**config.mk**
```make
export PLATFORM = sky130hd
export DESIGN_NAME = axis_operand_packer_flat
export DESIGN_NICKNAME = d
export VERILOG_FILES = /design/src/rtl/basic_axi_pkg.sv /design/src/rtl/axis_operand_packer_if.sv /design/src/rtl/axis_operand_packer_out_reg.sv /design/src/rtl/axis_operand_packer.sv /design/src/flat_wrapper.sv
export SDC_FILE = /design/constraint.sdc
export NUM_CORES = 1
export LEC_CHECK = 0
export ABC_AREA = 1
export CORE_MARGIN = 2
export CORE_UTILIZATION = 50
export CTS_CLUSTER_SIZE = 10
export DETAILED_ROUTE_END_ITERATION = 7
export PLACE_DENSITY = 0.87
export REMOVE_ABC_BUFFERS = 1
export SETUP_SLACK_MARGIN = 0.4
export SYNTH_ARGS = -nofsm -noshare
export SYNTH_HDL_FRONTEND = slang
export SYNTH_SLANG_ARGS = --single-unit
```
**constraint.sdc**
```tcl
create_clock -name aclk -period 4.49 [get_ports aclk]
set_clock_uncertainty 0.15 [all_clocks]
set_input_delay 0.898 -clock aclk [delete_from_list [all_inputs] [get_ports aclk]]
set_output_delay 0.898 -clock aclk [all_outputs]
set_load 0.01 [all_outputs]
```
**src/rtl/basic_axi_pkg.sv**
```systemverilog
// Shared types and defaults for the basic AXI adder and its stream packer.
package basic_axi_pkg;

    localparam int C_DATA_WIDTH_DEF = 32;
    localparam int TID_WIDTH_DEF    = 8;

    typedef enum logic [1:0] {
        S_A   = 2'd0,
        S_B   = 2'd1,
        S_PAD = 2'd2
    } pack_state_t;

endpackage

```
**src/rtl/axis_operand_packer_if.sv**
```systemverilog
// AXI-Stream bundle (valid/ready/data/last/id) with master and slave views.
interface axis_operand_packer_if #(
    parameter int DW = 32,
    parameter int TW = 8
) ();
    logic          tvalid;
    logic          tready;
    logic [DW-1:0] tdata;
    logic          tlast;
    logic [TW-1:0] tid;

    modport master (output tvalid, tdata, tlast, tid, input tready);
    modport slave  (input tvalid, tdata, tlast, tid, output tready);
endinterface

```
**src/rtl/axis_operand_packer_out_reg.sv**
```systemverilog
// One-stage AXIS output register: load when free, hold under backpressure, drain on handshake.
// Latency 1 cycle from load; free is combinational on m.tready so drain+load gives no bubble.
module axis_out_reg #(
    parameter int DW = 64,
    parameter int TW = 8
) (
    input  logic                  clk,
    input  logic                  rst,
    input  logic                  load,
    input  logic [DW-1:0]         load_data,
    input  logic                  load_last,
    input  logic [TW-1:0]         load_tid,
    output logic                  free,
    axis_operand_packer_if.master m
);

    assign free = !m.tvalid || m.tready;

    always_ff @(posedge clk or posedge rst) begin
        if (rst) begin
            m.tvalid <= 1'b0;
            m.tdata  <= '0;
            m.tlast  <= 1'b0;
            m.tid    <= '0;
        end else if (load) begin
            m.tvalid <= 1'b1;
            m.tdata  <= load_data;
            m.tlast  <= load_last;
            m.tid    <= load_tid;
        end else if (m.tready) begin
            m.tvalid <= 1'b0;
        end
    end

endmodule

```
**src/rtl/axis_operand_packer.sv**
```systemverilog
// Packs pairs of operand beats into one {B,A} beat, padding odd packets with B=0.
// Pair out 1 cycle after B/pad; S_A always accepts one A, S_B/S_PAD stall on output backpressure.
module axis_operand_packer
    import basic_axi_pkg::*;
#(
    parameter int C_DATA_WIDTH = C_DATA_WIDTH_DEF,
    parameter int TID_WIDTH    = TID_WIDTH_DEF
) (
    input  logic                 aclk,
    input  logic                 areset,
    axis_operand_packer_if.slave  s_axis,
    axis_operand_packer_if.master m_axis,
    output logic                 odd_err,
    output logic [31:0]          pairs_sent
);

    pack_state_t                 state, nstate;
    logic [C_DATA_WIDTH-1:0]     a_q;
    logic [TID_WIDTH-1:0]        pkt_cnt;
    logic                        s_rdy, accept, free, m_hs;
    logic                        load, pad;
    logic [2*C_DATA_WIDTH-1:0]   load_data;
    logic                        load_last;
    logic [TID_WIDTH-1:0]        load_tid;
    logic                        unused_s_tid;

    assign unused_s_tid = ^s_axis.tid;

    // Ready is a function of state and downstream only, never of s_axis.tvalid.
    assign s_rdy         = !areset && ((state == S_A) || ((state == S_B) && free));
    assign s_axis.tready = s_rdy;
    assign accept        = s_axis.tvalid && s_rdy;
    assign m_hs          = m_axis.tvalid && m_axis.tready;

    // A pair loaded while the previous packet's last beat drains belongs to the next packet.
    assign load_tid = (m_hs && m_axis.tlast) ? pkt_cnt + TID_WIDTH'(1) : pkt_cnt;

    always_ff @(posedge aclk or posedge areset) begin
        if (areset) begin
            state <= S_A;
        end else begin
            state <= nstate;
        end
    end

    always_comb begin
        nstate    = state;
        load      = 1'b0;
        pad       = 1'b0;
        load_data = {{C_DATA_WIDTH{1'b0}}, a_q};
        load_last = 1'b1;
        case (state)
            S_A: begin
                if (accept) begin
                    nstate = s_axis.tlast ? S_PAD : S_B;
                end
            end
            S_B: begin
                if (accept) begin
                    load      = 1'b1;
                    load_data = {s_axis.tdata, a_q};
                    load_last = s_axis.tlast;
                    nstate    = S_A;
                end
            end
            S_PAD: begin
                if (free) begin
                    load   = 1'b1;
                    pad    = 1'b1;
                    nstate = S_A;
                end
            end
            default: nstate = S_A;
        endcase
    end

    always_ff @(posedge aclk or posedge areset) begin
        if (areset) begin
            a_q        <= '0;
            pkt_cnt    <= '0;
            pairs_sent <= '0;
            odd_err    <= 1'b0;
        end else begin
            if ((state == S_A) && accept) begin
                a_q <= s_axis.tdata;
            end
            if (m_hs) begin
                pairs_sent <= pairs_sent + 32'd1;
                if (m_axis.tlast) begin
                    pkt_cnt <= pkt_cnt + TID_WIDTH'(1);
                end
            end
            odd_err <= pad;
        end
    end

    axis_out_reg #(
        .DW (2*C_DATA_WIDTH),
        .TW (TID_WIDTH)
    ) u_out_reg (
        .clk       (aclk),
        .rst       (areset),
        .load      (load),
        .load_data (load_data),
        .load_last (load_last),
        .load_tid  (load_tid),
        .free      (free),
        .m         (m_axis)
    );

endmodule
```
**src/flat_wrapper.sv**
```systemverilog
// flat-port wrapper written by rule: the top's interface ports become plain ports
module axis_operand_packer_flat import basic_axi_pkg::*;
#(
    parameter int C_DATA_WIDTH = C_DATA_WIDTH_DEF,
    parameter int TID_WIDTH    = TID_WIDTH_DEF
)
  (aclk, areset, odd_err, pairs_sent, s_axis_tvalid, s_axis_tdata, s_axis_tlast, s_axis_tid, s_axis_tready, m_axis_tvalid, m_axis_tdata, m_axis_tlast, m_axis_tid, m_axis_tready);
  axis_operand_packer_if s_axis_i ();
  axis_operand_packer_if m_axis_i ();
  input  logic aclk;
  input  logic areset;
  output logic odd_err;
  output logic [31:0] pairs_sent;
  input wire logic [$bits(s_axis_i.tvalid)-1:0] s_axis_tvalid;
  input wire logic [$bits(s_axis_i.tdata)-1:0] s_axis_tdata;
  input wire logic [$bits(s_axis_i.tlast)-1:0] s_axis_tlast;
  input wire logic [$bits(s_axis_i.tid)-1:0] s_axis_tid;
  output wire logic [$bits(s_axis_i.tready)-1:0] s_axis_tready;
  output wire logic [$bits(m_axis_i.tvalid)-1:0] m_axis_tvalid;
  output wire logic [$bits(m_axis_i.tdata)-1:0] m_axis_tdata;
  output wire logic [$bits(m_axis_i.tlast)-1:0] m_axis_tlast;
  output wire logic [$bits(m_axis_i.tid)-1:0] m_axis_tid;
  input wire logic [$bits(m_axis_i.tready)-1:0] m_axis_tready;
  assign s_axis_i.tvalid = s_axis_tvalid;
  assign s_axis_i.tdata = s_axis_tdata;
  assign s_axis_i.tlast = s_axis_tlast;
  assign s_axis_i.tid = s_axis_tid;
  assign s_axis_tready = s_axis_i.tready;
  assign m_axis_tvalid = m_axis_i.tvalid;
  assign m_axis_tdata = m_axis_i.tdata;
  assign m_axis_tlast = m_axis_i.tlast;
  assign m_axis_tid = m_axis_i.tid;
  assign m_axis_i.tready = m_axis_tready;
  axis_operand_packer #(.C_DATA_WIDTH(C_DATA_WIDTH), .TID_WIDTH(TID_WIDTH)) u_core (.aclk(aclk), .areset(areset), .s_axis(s_axis_i), .m_axis(m_axis_i), .odd_err(odd_err), .pairs_sent(pairs_sent));
endmodule
```
Run 1, sizing map:
Drawn at 4 px/µm.
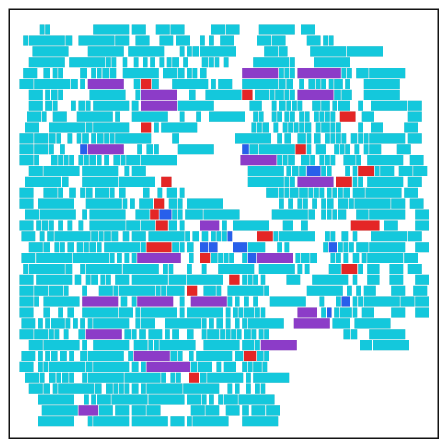
- purple: x6 and larger (cells 22; share 2.9%)
- red: x3 and x4 (cells 20; share 2.7%)
- cyan: x1 and smaller (cells 699; share 93%)
- blue: x2 (cells 12; share 1.6%)

Run 1, I/O nets highlighted:
Drawn at 4 px/µm.
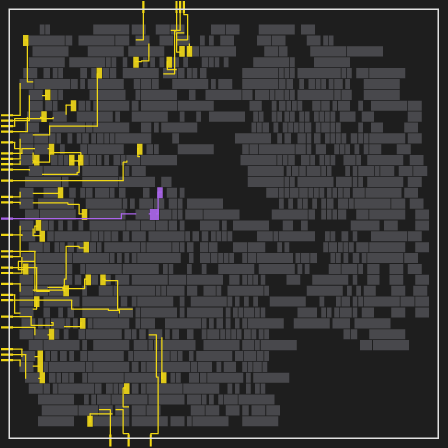
- purple: areset (bits 1; direction input; edge left; end cells 2; wire 39.5 µm)
- yellow: s_axis_tdata (bits 32; direction input; edge 25 left, 4 top, 3 bottom; end cells 32; wire 563 µm)

Run 1, cell area per tile:
Drawn at 4 px/µm. The die is cut into 11 by 11 equal tiles; dark blue is low, red is high, 0 to 100% covered.
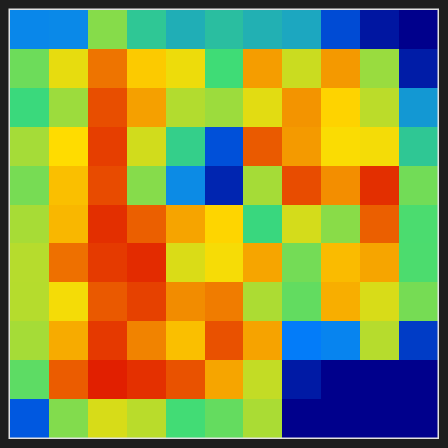
- fullest tile: 97%
- tiles over 75% full: 37%
- mean over tiles: 61%
- densest ninth of the die: left middle

==> flow_metrics.tcl, run 1 <==
# yosys + openroad results
set metrics [dict create \
    seq_cell_count 117 \
    holdBufCountCts 0 \
    buffers_excl_clock 116 \
    wl_met3_um 1020 \
    final_cells 889 \
    total_leakage_power_nw 3.47 \
    final-comb-area_um2 2020 \
    timing_max_transition_violations_final 0 \
    synth.largest_area_cell "sky130_fd_sc_hd__dfrtp_1" \
    io_buffers 112 \
    synth-warning-count 0 \
    synth_flop_count 117 \
    cap_violations 0 \
    stdcell_area_um2 7130 \
    cp_cell_sequence "clkdlybuf4s50_1 -> inv_2 -> nand3_1 -> and2_4 -> clkdlybuf4s50_1" \
    wirelength_met1_um 5210 \
    combinational_gates 419 \
    worst-r2r-cell-count 6 \
    status "completed" \
    cts.clk_slew.worst_paths_ns 0.06 \
    largest_cell_class "registers" \
    timing.hold.worst_endpoint "u_core.u_out_reg.m.tdata[13]" \
    seq_power_share_pct 38.7 \
    critical_path_cell_count 5 \
    insertion_delay_ns 0.50 \
    ys_top_cells_by_count "220 x sky130_fd_sc_hd__nand2_1, 117 x sky130_fd_sc_hd__dfrtp_1, 67 x sky130_fd_sc_hd__inv_1" \
    firstDrtPassIters 5 \
    critical_path.endpoint "s_axis_tready" \
    yosysMostFrequentCell "sky130_fd_sc_hd__nand2_1" \
    clk-power_mw 1.34 \
    layout-area-overhead-vs-synth_pct 34.6 \
    detailed_place.area_um2 6530 \
    grtUsageMet3_pct 8.33 \
    global_route.usage.total_pct 24.2 \
    yosys_cells 622 \
    fp.coreArea_um2 10300 \
    cp_common_cell "sky130_fd_sc_hd__clkdlybuf4s50_1" \
    ff_type "sky130_fd_sc_hd__dfrtp_1" \
    r2r_slack_ns 1.93 \
    capture_point_of_the_worst_reg_to_reg_path "u_core.u_out_reg.m.tdata[23]" \
]
Run 1, placement view:
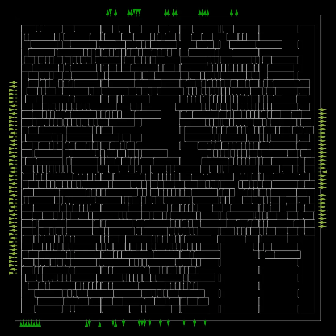

--- run 2 (diff from run 1) ---
--- a/config.mk
+++ b/config.mk
@@ -7,10 +7,10 @@
 export LEC_CHECK = 0
 export ABC_AREA = 1
 export CORE_MARGIN = 2
-export CORE_UTILIZATION = 50
+export CORE_UTILIZATION = 45
 export CTS_CLUSTER_SIZE = 10
 export DETAILED_ROUTE_END_ITERATION = 7
-export PLACE_DENSITY = 0.87
+export PLACE_DENSITY = 0.83
 export REMOVE_ABC_BUFFERS = 1
 export SETUP_SLACK_MARGIN = 0.4
 export SYNTH_ARGS = -nofsm -noshare
==> constraint.sdc (replaced) <==
create_clock -name aclk -period 2.9 [get_ports aclk]
set_clock_uncertainty 0.15 [all_clocks]
set_input_delay 0.58 -clock aclk [delete_from_list [all_inputs] [get_ports aclk]]
set_output_delay 0.58 -clock aclk [all_outputs]
set_load 0.01 [all_outputs]
Run 2, placement view:
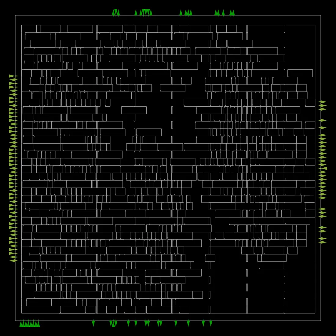
count of non-filler cells in the finished layout: 899
register share of the cell area: 40.7%
core utilization of the finished layout: 62.8%
total of fill cells in the finished design: 954
total core area: 11500 µm²

Run 2, met1 routing:
Drawn at 4 px/µm. Supply wires on this layer in gray.
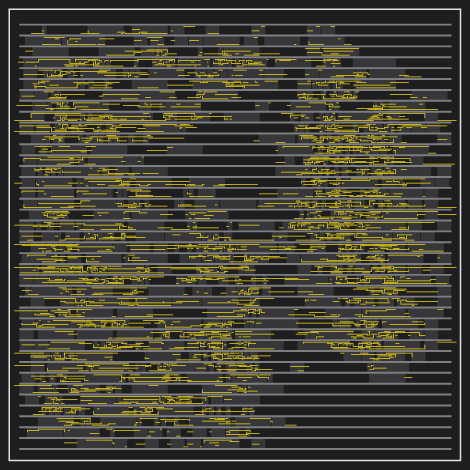
- nets with wire on the layer: 684
- share of all routed wire: 42%
- wire length on this layer: 5350 µm
- main direction: horizontal
total length of routed wires: 12700 µm
met1 layer usage reported by global route: 25.9%

==> run 2 against run 1 <==
Against the previous run: register-to-register slack worse by 1.2 ns; critical path depth is 1 higher; combinational power is 57% higher; global-route usage is 2.9 points lower; count of clock-buffer cells in the layout is 3 higher; critical path type is now flop to output pin; synthesized area stayed put; via count is 0.22% higher; sequential share of layout area is 0.40 points lower; routed wire length is 0.51% lower; die area is 11% higher.
==> flow_metrics.tcl, run 2 <==
# yosys + openroad results
set metrics [dict create \
    detailed_place.area_um2 6580 \
    wl_met3_um 933 \
    r2r_slack_ns 0.73 \
    status "completed" \
    ff_type "sky130_fd_sc_hd__dfrtp_1" \
    combinational_gates 419 \
    ys_top_cells_by_count "220 x sky130_fd_sc_hd__nand2_1, 117 x sky130_fd_sc_hd__dfrtp_1, 67 x sky130_fd_sc_hd__inv_1" \
    critical_path_cell_count 6 \
    seq_cell_count 117 \
    yosys_cells 622 \
    total_leakage_power_nw 3.51 \
    layout-area-overhead-vs-synth_pct 35.9 \
    cap_violations 0 \
    largest_cell_class "registers" \
    wirelength_met1_um 5350 \
    cp_common_cell "sky130_fd_sc_hd__nor2_1" \
    io_buffers 112 \
    synth-warning-count 0 \
    cts.clk_slew.worst_paths_ns 0.05 \
    firstDrtPassIters 5 \
    holdBufCountCts 0 \
]
--- run 3 (diff from run 2) ---
==> constraint.sdc (replaced) <==
create_clock -name aclk -period 2.14 [get_ports aclk]
set_clock_uncertainty 0.15 [all_clocks]
set_input_delay 0.428 -clock aclk [delete_from_list [all_inputs] [get_ports aclk]]
set_output_delay 0.428 -clock aclk [all_outputs]
set_load 0.01 [all_outputs]
Run 3, I/O nets highlighted:
Drawn at 3 px/µm.
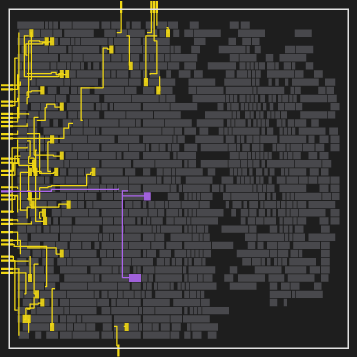
- purple: areset (bits 1; direction input; edge left; end cells 2; wire 76.9 µm)
- yellow: s_axis_tdata (bits 32; direction input; edge 27 left, 4 top, 1 bottom; end cells 32; wire 811 µm)
number of top-level design ports: 121
IO buf count: 112

==> run 3 against run 2 <==
Against the previous run: the run now ends with setup timing left; final cell count increased by 9.5%; routed wire length increased by 62%; utilization increased by 16 points; hold slack improved by 0.016 ns; synthesized area unchanged; flip-flop count unchanged; worst setup slack got worse by 0.75 ns; design area increased by 26%; sequential power increased by 48%; count of clock-buffer cells in the layout decreased by 4.
==> flow_metrics.tcl, run 3 <==
# yosys + openroad results
set metrics [dict create \
    layout.nets 879 \
    synth-warning-count 0 \
    worst_slack_ns -0.211 \
    wirelength_met1_um 7070 \
    layout.core_utilization_pct 79.2 \
    critical_path_cell_count 12 \
    use_met1_pct 30.3 \
    final_cells 984 \
    worst-endpoint-arrival_ns 2.48 \
    seq_cell_count 117 \
    r2r_slack_ns -0.21 \
    post-route-drc-count 0 \
    ys_top_cells_by_count "220 x sky130_fd_sc_hd__nand2_1, 117 x sky130_fd_sc_hd__dfrtp_1, 67 x sky130_fd_sc_hd__inv_1" \
    ff_type "sky130_fd_sc_hd__dfrtp_1" \
    firstDrtPassIters 8 \
    synth-adder-area-share_pct 1.18 \
    gp_congestion 0.906 \
    cts.htree.levels 4 \
    setup_repair_after_global_routing_missed_its_margin "true" \
    status "finished with violations" \
    synth-xor-area-share_pct 3.64 \
    setup_viol_count_final 63 \
    critPathMaxStageDelay_ns 0.46 \
    yosys_cells 622 \
    combinational_gates 420 \
    largest_cell_class "registers" \
    layout-area-overhead-vs-synth_pct 71.6 \
    failing_checks "setup timing" \
    total_length_of_routed_wires_um 20600 \
    wl_met3_um 1660 \
    comb_area_share_pct 31.3 \
    cap_violations 0 \
    holdBufCountCts 0 \
    fp.coreArea_um2 11500 \
]
Run 3, met1 routing:
Drawn at 4 px/µm. Supply wires on this layer in gray.
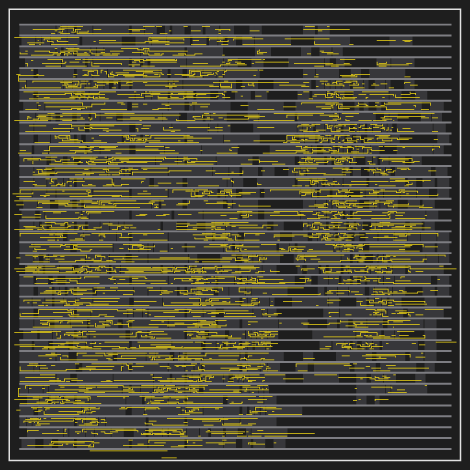
- main direction: horizontal
- wire length on this layer: 7070 µm
- nets with wire on the layer: 788
- longest straight run: 29.4 µm

Power and IR drop assume default switching activity.
